`config.mk`:
```
export PLATFORM = sky130hd
export DESIGN_NAME = egress_fwd_scheduler
export DESIGN_NICKNAME = d
export VERILOG_FILES = /design/src/rtl/switch_pkg.sv /design/src/rtl/egress_fwd_scheduler_rr_pick.sv /design/src/rtl/egress_fwd_scheduler.sv
export SDC_FILE = /design/constraint.sdc
export NUM_CORES = 1
export LEC_CHECK = 0
export ABC_AREA = 1
export CORE_MARGIN = 1.5
export CORE_UTILIZATION = 51
export DETAILED_ROUTE_END_ITERATION = 8
export PLACE_DENSITY = 0.77
export RECOVER_POWER = 100
export REMOVE_ABC_BUFFERS = 1
export SYNTH_ARGS = -nofsm -noshare
export SYNTH_HDL_FRONTEND = slang
export SYNTH_SLANG_ARGS = --single-unit
```
`constraint.sdc`:
```
create_clock -name switch_clk -period 3.1 [get_ports switch_clk]
set_clock_uncertainty 0.15 [all_clocks]
set_input_delay 0.775 -clock switch_clk [delete_from_list [all_inputs] [get_ports switch_clk]]
set_output_delay 0.775 -clock switch_clk [all_outputs]
set_load 0.05 [all_outputs]
```
`src/rtl/switch_pkg.sv`:
```
// Shared switch-wide port count, port mask/index types and a round-robin helper.
package switch_pkg;
  localparam int NUM_PORTS = 4;
  localparam int PORT_W    = (NUM_PORTS > 1) ? $clog2(NUM_PORTS) : 1;

  typedef logic [NUM_PORTS-1:0] port_mask_t;
  typedef logic [PORT_W-1:0]    port_idx_t;

  // Successor of a port index, wrapping at NUM_PORTS (works for non power-of-two counts).
  function automatic port_idx_t next_idx(input port_idx_t i);
    return (int'(i) == NUM_PORTS - 1) ? '0 : port_idx_t'(int'(i) + 1);
  endfunction
endpackage

```
`src/rtl/egress_fwd_scheduler_rr_pick.sv`:
```
// Combinational round-robin picker: first set bit of elig_i scanning upward from ptr_i.
module rr_priority_pick
  import switch_pkg::*;
(
  input  port_mask_t elig_i,
  input  port_idx_t  ptr_i,
  output port_idx_t  idx_o,
  output logic       found_o
);
  // Walk NUM_PORTS positions starting at the pointer; keep the first hit.
  always_comb begin
    port_idx_t p;
    idx_o   = '0;
    found_o = 1'b0;
    p       = '0;
    for (int k = 0; k < NUM_PORTS; k++) begin
      p = port_idx_t'((int'(ptr_i) + k) % NUM_PORTS);
      if (!found_o && elig_i[p]) begin
        found_o = 1'b1;
        idx_o   = p;
      end
    end
  end
endmodule

```
`src/rtl/egress_fwd_scheduler.sv`:
```
// Forwarding scheduler: round-robin grants of egress ports to ingress requests,
// egress held until TX done, aging with a single urgent reservation.
module egress_fwd_scheduler
  import switch_pkg::*;
#(
  parameter int MAX_WAIT = 64
) (
  input  logic                        switch_clk,
  input  logic                        switch_rst,
  input  port_mask_t                  req_valid_i,
  input  port_mask_t [NUM_PORTS-1:0]  req_dst_mask_i,
  output port_mask_t                  grant_o,
  output logic                        grant_drop_o,
  output port_mask_t                  grant_mask_o,
  output port_mask_t                  egress_start_o,
  output port_idx_t  [NUM_PORTS-1:0]  egress_src_o,
  output port_mask_t                  egress_busy_o,
  input  port_mask_t                  egress_done_i,
  output logic                        protocol_err_o
);
  localparam int WAIT_W = $clog2(MAX_WAIT + 1);
  typedef logic [WAIT_W-1:0] wait_t;
  localparam wait_t WAIT_SAT = wait_t'(MAX_WAIT);

  port_mask_t grant_q, grant_d, start_q, start_d, gmask_q, gmask_d;
  port_mask_t busy_q, busy_d, res_mask_q, res_mask_d, pend_q, pend_d;
  logic       drop_q, drop_d, err_q, err_d, res_vld_q, res_vld_d;
  port_idx_t  ptr_q, ptr_d, own_q, own_d;
  port_idx_t  [NUM_PORTS-1:0] src_q, src_d;
  port_mask_t [NUM_PORTS-1:0] last_mask_q, eff;
  wait_t      [NUM_PORTS-1:0] wait_q, wait_d;

  port_mask_t elig, urgent, chg, win_mask;
  port_idx_t  win_idx, urg_idx;
  logic       win_found, urg_found;

  // Effective masks, eligibility and mask-stability check, all from registered state.
  // A request in its grant cycle (grant_q) is already consumed and is ignored.
  always_comb begin
    eff  = '0;
    elig = '0;
    chg  = '0;
    for (int i = 0; i < NUM_PORTS; i++) begin
      eff[i]  = req_dst_mask_i[i] & ~(port_mask_t'(1) << i);
      elig[i] = req_valid_i[i] && !grant_q[i] && ((eff[i] & busy_q) == '0) &&
                (((eff[i] & res_mask_q) == '0) || (res_vld_q && own_q == port_idx_t'(i)));
      chg[i]  = pend_q[i] && req_valid_i[i] && !grant_q[i] &&
                (req_dst_mask_i[i] != last_mask_q[i]);
    end
  end

  rr_priority_pick u_grant_pick (
    .elig_i (elig),
    .ptr_i  (ptr_q),
    .idx_o  (win_idx),
    .found_o(win_found)
  );

  assign win_mask = eff[win_idx];

  // Saturated waiters that are not being granted right now are reservation candidates.
  always_comb begin
    urgent = '0;
    for (int i = 0; i < NUM_PORTS; i++)
      urgent[i] = req_valid_i[i] && !grant_q[i] && (wait_q[i] == WAIT_SAT) &&
                  !(win_found && win_idx == port_idx_t'(i));
  end

  rr_priority_pick u_urgent_pick (
    .elig_i (urgent),
    .ptr_i  (ptr_q),
    .idx_o  (urg_idx),
    .found_o(urg_found)
  );

  // Next state: grant pulses and allocation, release, aging, reservation, error flag.
  always_comb begin
    grant_d    = '0;
    start_d    = '0;
    gmask_d    = '0;
    drop_d     = 1'b0;
    busy_d     = busy_q & ~egress_done_i;
    src_d      = src_q;
    ptr_d      = ptr_q;
    res_vld_d  = res_vld_q;
    own_d      = own_q;
    res_mask_d = res_mask_q;
    if (win_found) begin
      grant_d[win_idx] = 1'b1;
      gmask_d          = win_mask;
      drop_d           = (win_mask == '0);
      start_d          = win_mask;
      busy_d           = busy_d | win_mask;
      for (int j = 0; j < NUM_PORTS; j++)
        if (win_mask[j]) src_d[j] = win_idx;
      ptr_d = next_idx(win_idx);
    end
    // Owner's grant or withdraw frees the reservation; otherwise form one if urgent.
    if (res_vld_q) begin
      if ((win_found && win_idx == own_q) || !req_valid_i[own_q]) begin
        res_vld_d  = 1'b0;
        res_mask_d = '0;
      end
    end else if (urg_found) begin
      res_vld_d  = 1'b1;
      own_d      = urg_idx;
      res_mask_d = eff[urg_idx];
    end
    for (int i = 0; i < NUM_PORTS; i++) begin
      if (!req_valid_i[i] || grant_q[i] || (win_found && win_idx == port_idx_t'(i)))
        wait_d[i] = '0;
      else if (wait_q[i] == WAIT_SAT)
        wait_d[i] = wait_q[i];
      else
        wait_d[i] = wait_q[i] + wait_t'(1);
    end
    pend_d = req_valid_i & ~grant_q;
    err_d  = err_q | (|(egress_done_i & ~busy_q)) | (|chg);
  end

  // State registers; reset abandons every allocation immediately.
  always_ff @(posedge switch_clk or posedge switch_rst) begin
    if (switch_rst) begin
      grant_q     <= '0;
      start_q     <= '0;
      gmask_q     <= '0;
      drop_q      <= 1'b0;
      busy_q      <= '0;
      src_q       <= '0;
      ptr_q       <= '0;
      res_vld_q   <= 1'b0;
      own_q       <= '0;
      res_mask_q  <= '0;
      wait_q      <= '0;
      pend_q      <= '0;
      last_mask_q <= '0;
      err_q       <= 1'b0;
    end else begin
      grant_q     <= grant_d;
      start_q     <= start_d;
      gmask_q     <= gmask_d;
      drop_q      <= drop_d;
      busy_q      <= busy_d;
      src_q       <= src_d;
      ptr_q       <= ptr_d;
      res_vld_q   <= res_vld_d;
      own_q       <= own_d;
      res_mask_q  <= res_mask_d;
      wait_q      <= wait_d;
      pend_q      <= pend_d;
      last_mask_q <= req_dst_mask_i;
      err_q       <= err_d;
    end
  end

  assign grant_o        = grant_q;
  assign grant_drop_o   = drop_q;
  assign grant_mask_o   = gmask_q;
  assign egress_start_o = start_q;
  assign egress_src_o   = src_q;
  assign egress_busy_o  = busy_q;
  assign protocol_err_o = err_q;
endmodule

```
==> summary.txt <==
Notes on the flow outputs.

- The critical path's slowest stage uses the library cell a21oi_4.
- The run finished, with violations left.
- The async set-or-reset flop fraction in the synthesized netlist reads 100.0%.
- Per the detail_route log, the uppermost layer with routed signals is met4.
- The number of ports placed on the die boundary is roughly 52.
- In this run the tightest slew margin relative to its limit is 57.11%.
- The total leakage power reads 0.003267 uW.
- Summed over all nets, the half-perimeter wirelength after detailed placement is between 8000 and 9000 um.
- The worst path in the final design needs a cycle of approximately 3.4 ns, including I/O delays and setup.
- The tally of yosys warning messages reads 0.
- The total of max-cap violations reads 0.
- The share of cell area taken by muxes after synthesis is 0%.
- The setup slack of the critical path after layout reads -0.2823 ns.
- The longest incremental delay of any stage on the critical path is reported as about 0.17 ns.
- By instance count after routing, the leading logic cell types are 122 x buf_4, 83 x nand2_1, 72 x dfrtp_1, 54 x inv_1, 45 x nand3_1.
- The placement report lists the number of port buffers as roughly 50.
- The longest clock path from root to sink contains 2 buffers.
- The number of H-tree branching levels reads 3.
- Per the post-synthesis stats, the area per cell is around 8 um2.
- The area of the core reads 8593 um2.
- The chip area from the yosys synthesis statistics is ~4500 um2.
- The count of antenna diodes in the layout is 0.
- Per the detail_route log, met3 wirelength is a little over 1000 um.
- Measured on the finished design, the core utilization comes to ~79%.
- The final hold violation count is 0.
- The share of synthesized area occupied by flip-flops and latches is between 40% and 50%.
- The combined area of all synthesized cells is between 4000 and 5000 um2.
- The CTS tree is done.
- The area fraction in and, or, nand and nor cells after synthesis reads a little under a third.
- The via count of the first global-routing pass is ~4500.
- Note that the worst hold path type here is register to register.
- Looking at the VDD voltage map, the peak drop is 0.5673 mV.
- The layout cell share with drive strength beyond 1 is between 40% and 50%.
- The slew of the pin with the lowest slew margin is about 0.64 ns.
- The share of the synthesized area in the top cell type is 44.13%.
- The wire length of the first global-routing pass is approximately 21000 um.
- The combined global-route utilization of all metal layers reads 27.49%.
- The routability-driven placement congestion ratio is ~0.93.
- The number of endpoints failing setup at the final stage is 7.
- The total count of max-transition violations in the final report reads 0.
- The initial antenna violation count reads 0.
- The placement stage leaves a total instance area of approximately 5700 um2.
- The number of flops mapped to enable cells by yosys reads 0.
- The final reports fail on negative setup slack.
- Of the combinational cells, the family taking the most area is simple AND/OR/NAND/NOR gates.
- The endpoint type of the worst setup path is a register.
- The pre-antenna-repair detailed-routing pass consisted of 8 iterations.
- The root buffer selected by CTS reads clkbuf_8.
- The final wirelength is 14780 um.
- The aggregate negative setup slack reads -1.579 ns.
- The cell total in the yosys stat output is around 560.
- The met1 routed wirelength after detailed routing reads roughly 5500 um.
- The synthesized flop and latch total is a little under 80.
- The sort of element at the start of the critical path is a primary input.
- The cell row count is 34.
- Per the detail_route report, routed wire per instance is around 17 um.
- The detail route stage leaves a number of antenna-violating nets equal to 0.
- The net total in the final layout reads a little under 800.
- Entering global routing, the biggest net connects 80 pins.
- The most used cell along the critical path reads nand2_4.
- The number of placed instances, taps included reads around 800.
- The floorplan step set the die width to 96.72 um.
- Summed over all nets, wire length on met2 after detailed routing comes to 7347 um.
-- final cells by class --
cell class / instances / area, um2
multi-input cells: 399 / 2664
flip-flops and latches: 79 / 1986
fillers: 501 / 1819
repair buffers: 181 / 1521
inverters: 68 / 262.8
well taps: 108 / 135.1
clock buffers: 9 / 123.9
clock inverters: 7 / 81.33
-- per-stage QoR --
stage,total power [uW],setup slack (ns),hold WS [ns]
floorplan,4271,-0.5404,0.3020
global placement,6135,-1.175,0.3050
detailed placement,6235,-1.265,0.3160
CTS,7802,-0.1164,0.3336
global route,9388,-0.4630,0.3575
finish,8893,-0.2823,0.3316
-- final timing paths --
path | startpoint | to | slack (ns) | cells past startpoint
min in group asynchronous | switch_rst | last_mask_q[5] | 0.65 | 3
hold / removal | egress_src_o[3] | egress_src_o[3] | 0.33 | 2
setup / recovery | req_dst_mask_i[12] | res_mask_q[1] | -0.28 | 29
setup reg to reg | res_mask_q[3] | res_mask_q[1] | -0.28 | 28
hold reg to reg | egress_src_o[3] | egress_src_o[3] | 0.33 | 2
max in group asynchronous | switch_rst | egress_busy_o[1] | 1.76 | 3
-- layer usage --
layer	vias up	GRT usage [%]
met1	2271	32.84
met4	0	13.38
met5	-	0
li1	2174	-
met3	86	5.780
met2	285	47.12
-- worst max-delay path, delay by kind of cell --
family | cells | cell delay (ns)
AND/OR/NAND/NOR | 21 | 1.75
buffers and inverters | 4 | 0.33
adder cells (fa/ha/maj) | 1 | 0.16
AND-OR/OR-AND | 3 | 0.46
-- logic make-up after synthesis --
kind of cell | Yosys count
simple gates | 303
buf+inv | 80
xor+xnor | 24
fa+ha+maj | 12
flops | 79
compound gates | 59
-- where the power goes --
part	internal [uW]	leakage, uW	switching (uW)
Combinational	2710	0.00216	3790
Sequential	1320	0.000999	251
Clock	384	0.000106	438
Total	4410	0.00327	4480
-- timing repair --
item,in CTS,in global routing
pin swaps,56,50
hold endpoints to repair,0,0
gates resized,161,76
setup endpoints to repair,54,34
setup buffers,22,15
gates cloned,1,0
-- cell usage after synthesis, types with 6 or more instances --
| cell | count |
|---|---|
| a21oi_1 | 21 |
| buf_4 | 6 |
| dfrtp_1 | 79 |
| ha_1 | 12 |
| inv_1 | 60 |
| inv_2 | 7 |
| nand2_1 | 129 |
| nand2_2 | 6 |
| nand2_4 | 6 |
| nand3_1 | 76 |
| nand4_1 | 10 |
| nor2_1 | 50 |
| nor3_1 | 6 |
| o21ai_0 | 23 |
| o21ai_1 | 7 |
| xnor2_1 | 19 |
-- flip-flops by register name, summed over array words and instances (netlist names) --
register        cells
wait_q             28
last_mask_q        16
egress_src_o        8
egress_busy_o       4
grant_mask_o        4
grant_o             4
pend_q              4
res_mask_q          4
own_q               2
ptr_q               2
grant_drop_o        1
protocol_err_o      1
res_vld_q           1
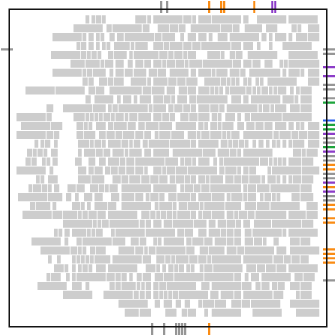
(ports around the boundary)
Pins as bars across the die edge, other pins in gray.
color	port	pins	direction	edge
orange	req_dst_mask_i	16	input	11 right, 4 top, 1 bottom
purple	egress_src_o	8	output	6 right, 2 top
blue	protocol_err_o	1	output	right
green	egress_done_i	4	input	right

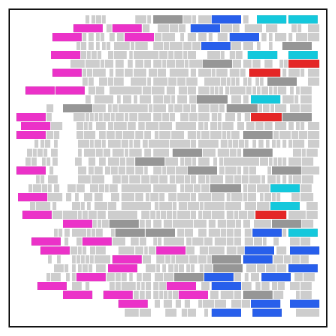
(sequential cells colored by netlist name)
Other sequential cells in the stronger gray, the rest of the logic in the fainter gray.
color	netlist name	sequential cells
blue	last_mask_q	16
magenta	wait_q	28
cyan	egress_src_o	8
red	egress_busy_o	4

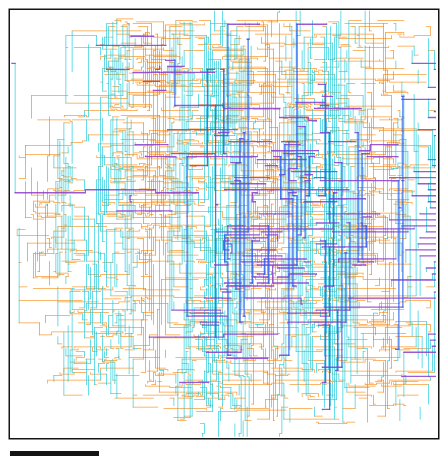
(signal wires by layer)
The bar under the picture is 20 um long.
color	layer	wire length
purple	metal 3	1040 um
cyan	metal 2	7350 um
blue	metal 4	935 um
orange	metal 1	5460 um

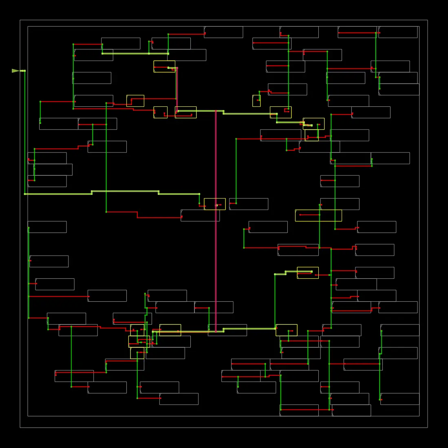
(clock routing)
Clock Sink Count: 79
Inserted Clock Buffers: 9
Clk power: 822 uW
clock insertion delay at the later pin of the skew report: 0.37 ns

Power and IR drop assume default switching activity.
